Figure 1. Cell classes on the final placement.
Scale: 10 px per µm. Fill, decap, tap and diode cells in gray.
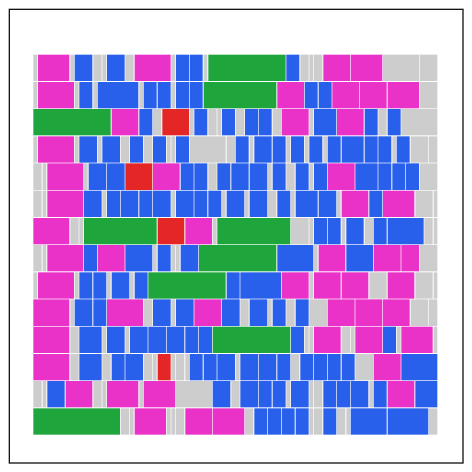
Figure 2. Close-up of the layout.
Region (24, 24) to (44, 44) µm. Cells in gray, sequential cells in the stronger gray; small squares are vias.
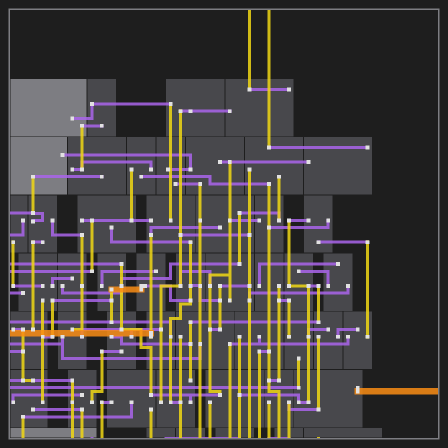
Figure 3. Floorplan with the power grid.
Scale: 8 px per µm. Pins as bars on the die edge.
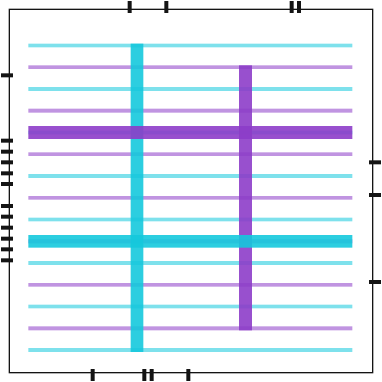
Figure 4. Routing congestion.
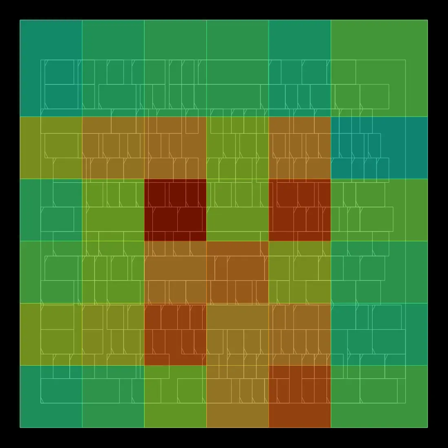
Figure 5. Clock wires, drivers and flops.
Scale: 12 px per µm.
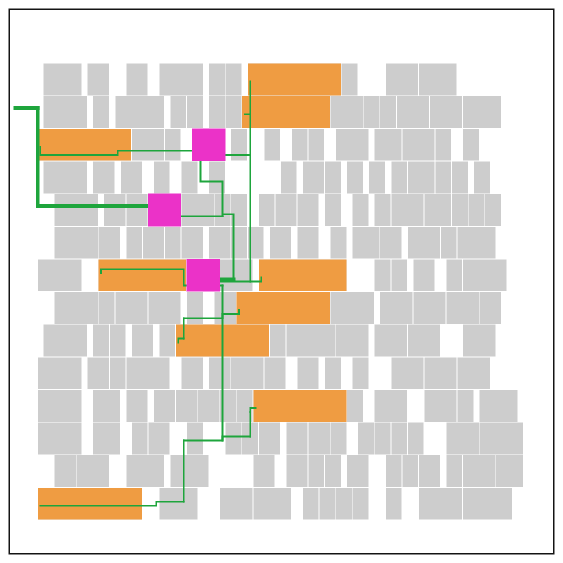
`config.mk`:
```
export PLATFORM = sky130hd
export DESIGN_NAME = bcd_updown_counter
export DESIGN_NICKNAME = d
export VERILOG_FILES = /design/src/rtl/bcd_updown_counter.sv
export SDC_FILE = /design/constraint.sdc
export NUM_CORES = 1
export LEC_CHECK = 0
export ABC_AREA = 1
export CAP_MARGIN = 40
export CORE_MARGIN = 2
export CORE_UTILIZATION = 46
export DETAILED_ROUTE_END_ITERATION = 6
export HOLD_SLACK_MARGIN = 0.15
export PLACE_DENSITY = 0.8
export SETUP_SLACK_MARGIN = 0.02
export SLEW_MARGIN = 20
export SYNTH_ARGS = -nofsm -noshare
export SYNTH_HDL_FRONTEND = slang
export SYNTH_SLANG_ARGS = --single-unit
```
`constraint.sdc`:
```
create_clock -name clk -period 1.49 [get_ports clk]
set_input_delay 0.2235 -clock clk [delete_from_list [all_inputs] [get_ports clk]]
set_output_delay 0.2235 -clock clk [all_outputs]
set_load 0.01 [all_outputs]
```
`src/rtl/bcd_updown_counter.sv`:
```
// ============================================================================
// Module   : bcd_updown_counter
// Function : DIGITS-decade synchronous BCD up/down counter with parallel load,
//            invalid-digit load flag and cascade terminal count.
//            Define BCD_SATURATE_EN to hold at the terminal values instead of wrapping.
// Revision : 1.0 - initial release
// ============================================================================
`default_nettype none

module bcd_updown_counter #(
    parameter int DIGITS = 2
) (
    input  logic                  clk,
    input  logic                  reset,
    input  logic                  en,
    input  logic                  up,
    input  logic                  load,
    input  logic [4*DIGITS-1:0]   load_val,
    output logic [4*DIGITS-1:0]   count,
    output logic                  tc,
    output logic                  load_err
);

    logic [4*DIGITS-1:0] count_q, count_d;
    logic                load_err_q, load_err_d;

    logic [4*DIGITS-1:0] w_load_clean;
    logic [4*DIGITS-1:0] w_step_val;
    logic [DIGITS-1:0]   w_digit_bad;
    logic [DIGITS-1:0]   w_digit_9;
    logic [DIGITS-1:0]   w_digit_0;
    logic                w_all9;
    logic                w_all0;
    logic                w_sat_hold;

    genvar gi;
    generate
        for (gi = 0; gi < DIGITS; gi++) begin : g_digit
            logic [3:0] w_ld;
            assign w_ld                   = load_val[gi*4 +: 4];
            assign w_digit_bad[gi]        = (w_ld > 4'd9);
            assign w_load_clean[gi*4 +: 4] = (w_ld > 4'd9) ? 4'd0 : w_ld;
            assign w_digit_9[gi]          = (count_q[gi*4 +: 4] == 4'd9);
            assign w_digit_0[gi]          = (count_q[gi*4 +: 4] == 4'd0);
        end
    endgenerate

    assign w_all9 = &w_digit_9;
    assign w_all0 = &w_digit_0;

`ifdef BCD_SATURATE_EN
    assign w_sat_hold = up ? w_all9 : w_all0;
`else
    assign w_sat_hold = 1'b0;
`endif

    // A digit steps only when every lower digit is rolling over in the same direction.
    always_comb begin
        logic w_ripple;
        w_step_val = count_q;
        w_ripple   = 1'b1;
        for (int i = 0; i < DIGITS; i++) begin
            if (w_ripple) begin
                if (up) begin
                    w_step_val[i*4 +: 4] = w_digit_9[i] ? 4'd0 : count_q[i*4 +: 4] + 4'd1;
                end else begin
                    w_step_val[i*4 +: 4] = w_digit_0[i] ? 4'd9 : count_q[i*4 +: 4] - 4'd1;
                end
            end
            w_ripple = w_ripple & (up ? w_digit_9[i] : w_digit_0[i]);
        end
    end

    always_comb begin
        count_d    = count_q;
        load_err_d = 1'b0;
        if (load) begin
            count_d    = w_load_clean;
            load_err_d = |w_digit_bad;
        end else if (en && !w_sat_hold) begin
            count_d    = w_step_val;
        end
    end

    always_ff @(posedge clk) begin
        if (!reset) begin
            count_q    <= '0;
            load_err_q <= 1'b0;
        end else begin
            count_q    <= count_d;
            load_err_q <= load_err_d;
        end
    end

    assign count    = count_q;
    assign load_err = load_err_q;
    assign tc       = en & ~load & (up ? w_all9 : w_all0);

endmodule

`default_nettype wire

```
==> flow_summary_export.csv <==
group,metric,value,unit
drt,routedWlPerCell,11.1,µm
setup_path,timing.rr.end,"count[4]",
final_timing,fin_ws,34.9,ps
setup_path,crit_path_end_kind,"output port",
drt,vias,1077,
pwr,p_clk,197,µW
global_routing,grt_max_degree,12,
final_timing,rsz0062_at_grt,"true",
pwr,power_density,719,mW/mm²
drt,firstDrtPassIters,4,
synth,postSynth.asyncResetShare,0,%
cells_and_area,drive_gt1_share,28.0,%
synth,synth.avg_cell_area,5.55,µm²
synth,simple_gate_share,51.8,%
synth,edf_count,0,
final_timing,fmax,687,MHz
run,max-cap-violations,0,
final_timing,timing.final.crit_share,97.7,%
synth,ys_top_logic_family,"simple AND/OR/NAND/NOR gates",
cells_and_area,final_cell_area,0.00126,mm²
setup_path,path_class,"reg2out",
floorplan,core,0.00154,mm²
final_timing,final-hold-violation-count,0,
clock_tree,cts_root_buf,"clkbuf_4",
floorplan,die_x,45.2,µm
cells_and_area,final_common_cell,"nand2_1",
synth,top_cell_area_share,23.0,%
pwr,p_sw_share,36.6,%
final_timing,tightestPinTransition,314,ps
placed_design,post-place-ws,-381,ps
pwr,p_leak,0.000659,µW
synth,synth_top_cell_by_area,"dfxtp_1",
clock_tree,cts.sinks,9,
cells_and_area,final_cells,209,
synth,syn_area,782,µm²
synth,synth-main-ff-cell,"dfxtp_1",
placed_design,dpl.hpwl,1900,µm
synth,synth.most_common_cell,"nand2_1",
final_timing,skew,2.47,ps
cells_and_area,n_antenna_cell,0,
global_routing,gr-total-overflow,0,
clock_tree,clock_path_buffers,2,
floorplan,fp-row-count,14,
setup_path,reg2reg_depth,9,
run,openroad.warnings,27,
drt,final_antenna_net_count,0,
global_routing,antenna_found_initial,0,
floorplan,initial_core_util,50.7,%
synth,ys_types,19,
cells_and_area,layout.nets,207,
clock_tree,cts_buffers,3,
clock_tree,insertion_delay,260,ps
global_routing,grt_pass1_wl,3870,µm
floorplan,dieArea,0.00205,mm²
final_timing,setup_viol,0,
drt,first_iter_violations,23,
min_path,hold_depth,3,
synth,fa_ha_area_share,0,%
clock_tree,cts_tree,"yes",
setup_path,required,1270,ps
setup_path,crit_end,"tc",
synth,xor_area_share,0,%
pwr,power_leader,"combinational cells",
placed_design,postPlaceCellArea,0.00120,mm²
synth,yosys-top-cells-count,"nand2_1 (45), nand3_1 (17), nor2_1 (17)",
drt,routed_wl,2310,µm
run_status,status,"finished clean",
global_routing,grt_pass1_vias,964,
synth,mux_share,0,%
drt,drc,0,
synth,ys.flops,9,
setup_path,r2r_slack,150,ps
synth,yosys_area,782,µm²
global_routing,grt.total_usage,24.8,%
synth,synth_nets,154,
placed_design,gp_congestion,0.888,
pwr,switching_power,331,µW
clock_tree,clkTransAtPathRegs,70,ps
floorplan,io_pins,23,
setup_path,start_kind,"register",
pwr,seqPwrFrac,31.8,%
min_path,hp-class,"in2reg",
synth,compound_area_share,15.7,%
pwr,p_int,573,µW
synth,ys_seq_share,23.0,%
pwr,ir_drop,0.555,mV
final_timing,tns,0,ps
placed_design,port_buffers,22,
final_timing,finalCriticalPeriod,1460,ps
pwr,combPwrFrac,46.3,%
cells_and_area,area_growth,60.8,%
clock_tree,htree_levels,1,
setup_path,r2r_start,"count[3]",
cells_and_area,lay_top_cells,"nand2_1 (45), buf_4 (28), nand3_1 (17)",
floorplan,dieHeight,45.2,µm
synth,yosysWarnings,0,
pwr,p_clk_share,21.9,%
setup_path,worstSetupStartpoint,"count[3]",
synth,syn_inst,141,
placed_design,dp.cells,202,
final_timing,final_max_slew_viol_count,0,
synth,yosys_cells,141,
pwr,pg_comb,419,µW
About Figure 1:
legend:
  red:
    class: clock drivers and dummy loads
    cells: 4
  blue:
    class: combinational and other logic
    cells: 130
  green:
    class: sequential cells
    cells: 9
  magenta:
    class: remaining buffers and delay cells
    cells: 50

About Figure 2:
legend:
  purple:
    layer: metal 1
  yellow:
    layer: metal 2
  orange:
    layer: metal 3
cells with their middle in the window: 41
most frequent: nand2_1 (16), buf_4 (8), nand3_1 (4)
sequential cells in the window: 0

About Figure 3:
legend:
  cyan:
    net: VSS
  purple:
    net: VDD
signal pins: 23
met1 rails: 15
met4 straps: 2

About Figure 4:
global routing usage on met3: 2.40%
GRT Max-Usage Layer: met2
met2 usage: 42.6%
grt met1 use: 34.3%

About Figure 5:
legend:
  orange:
    item: flip-flops
    count: 9
  green:
    item: clock wires
    length: 144 µm
  magenta:
    item: clock drivers
    count: 3
routed clock nets: 4

## metrics by stage
| step | total power (µW) | hold slack (ps) | utilization (%) |
|---|---|---|---|
| 2_1_floorplan | 497 | 349 | - |
| 3_3_place_gp | 693 | 656 | 77.8 |
| 3_5_place_dp | 706 | 661 | 77.8 |
| 4_1_cts | 895 | 559 | 81.1 |
| 5_1_grt | 962 | 572 | 81.6 |
| 6_report | 904 | 558 | 81.6 |
## repair_timing
item                       in CTS  in global routing
setup buffers                   3                  0
gates resized                  22                  3
cloned                          0                  0
pin swaps                       3                  2
setup endpoints to repair       9                  1
hold buffers                    0                  0
## registers in the layout, summed over array words and instances, names as in the netlist
signal	flops
load_err	1
count	8
## worst max-delay path, stage by stage, from the launching register on
cell and delay [ps]:
dfxtp_2 370, inv_2 60, nor2_4 90, nand3_2 90, nor3_2 110, o21a_1 140, buf_2 120
## final cells by class
type / instances / area, µm²
Clock buffer: 4 / 26.3
Timing Repair Buffer: 50 / 414
Multi-Input combinational cell: 113 / 543
Inverter: 17 / 63.8
Fill cell: 120 / 284
Tap cell: 16 / 20.0
Sequential cell: 9 / 190
## cell families after synthesis
logic type	Yosys count
AND/OR/NAND/NOR	90
AND-OR/OR-AND	23
buffers and inverters	19
flip-flops	9
## worst min-delay path by stage
stage / startpoint / end / slack, ps
6_report: load_val[0] / count[0] / 560
5_1_grt: load_val[0] / count[0] / 570
4_1_cts: load_val[0] / count[0] / 560
3_5_place_dp: count[5] / count[5] / 660
3_3_place_gp: count[5] / count[5] / 660
2_1_floorplan: reset / count[5] / 350
## routing by layer
metal / up-vias / share of wire [%]
met3: 2 / 5.2
met2: 33 / 45
met5: - / 0
li1: 567 / -
met1: 475 / 49
met4: 0 / 0.35
Power figures rest on the tool's default switching activity, not on a simulated workload.
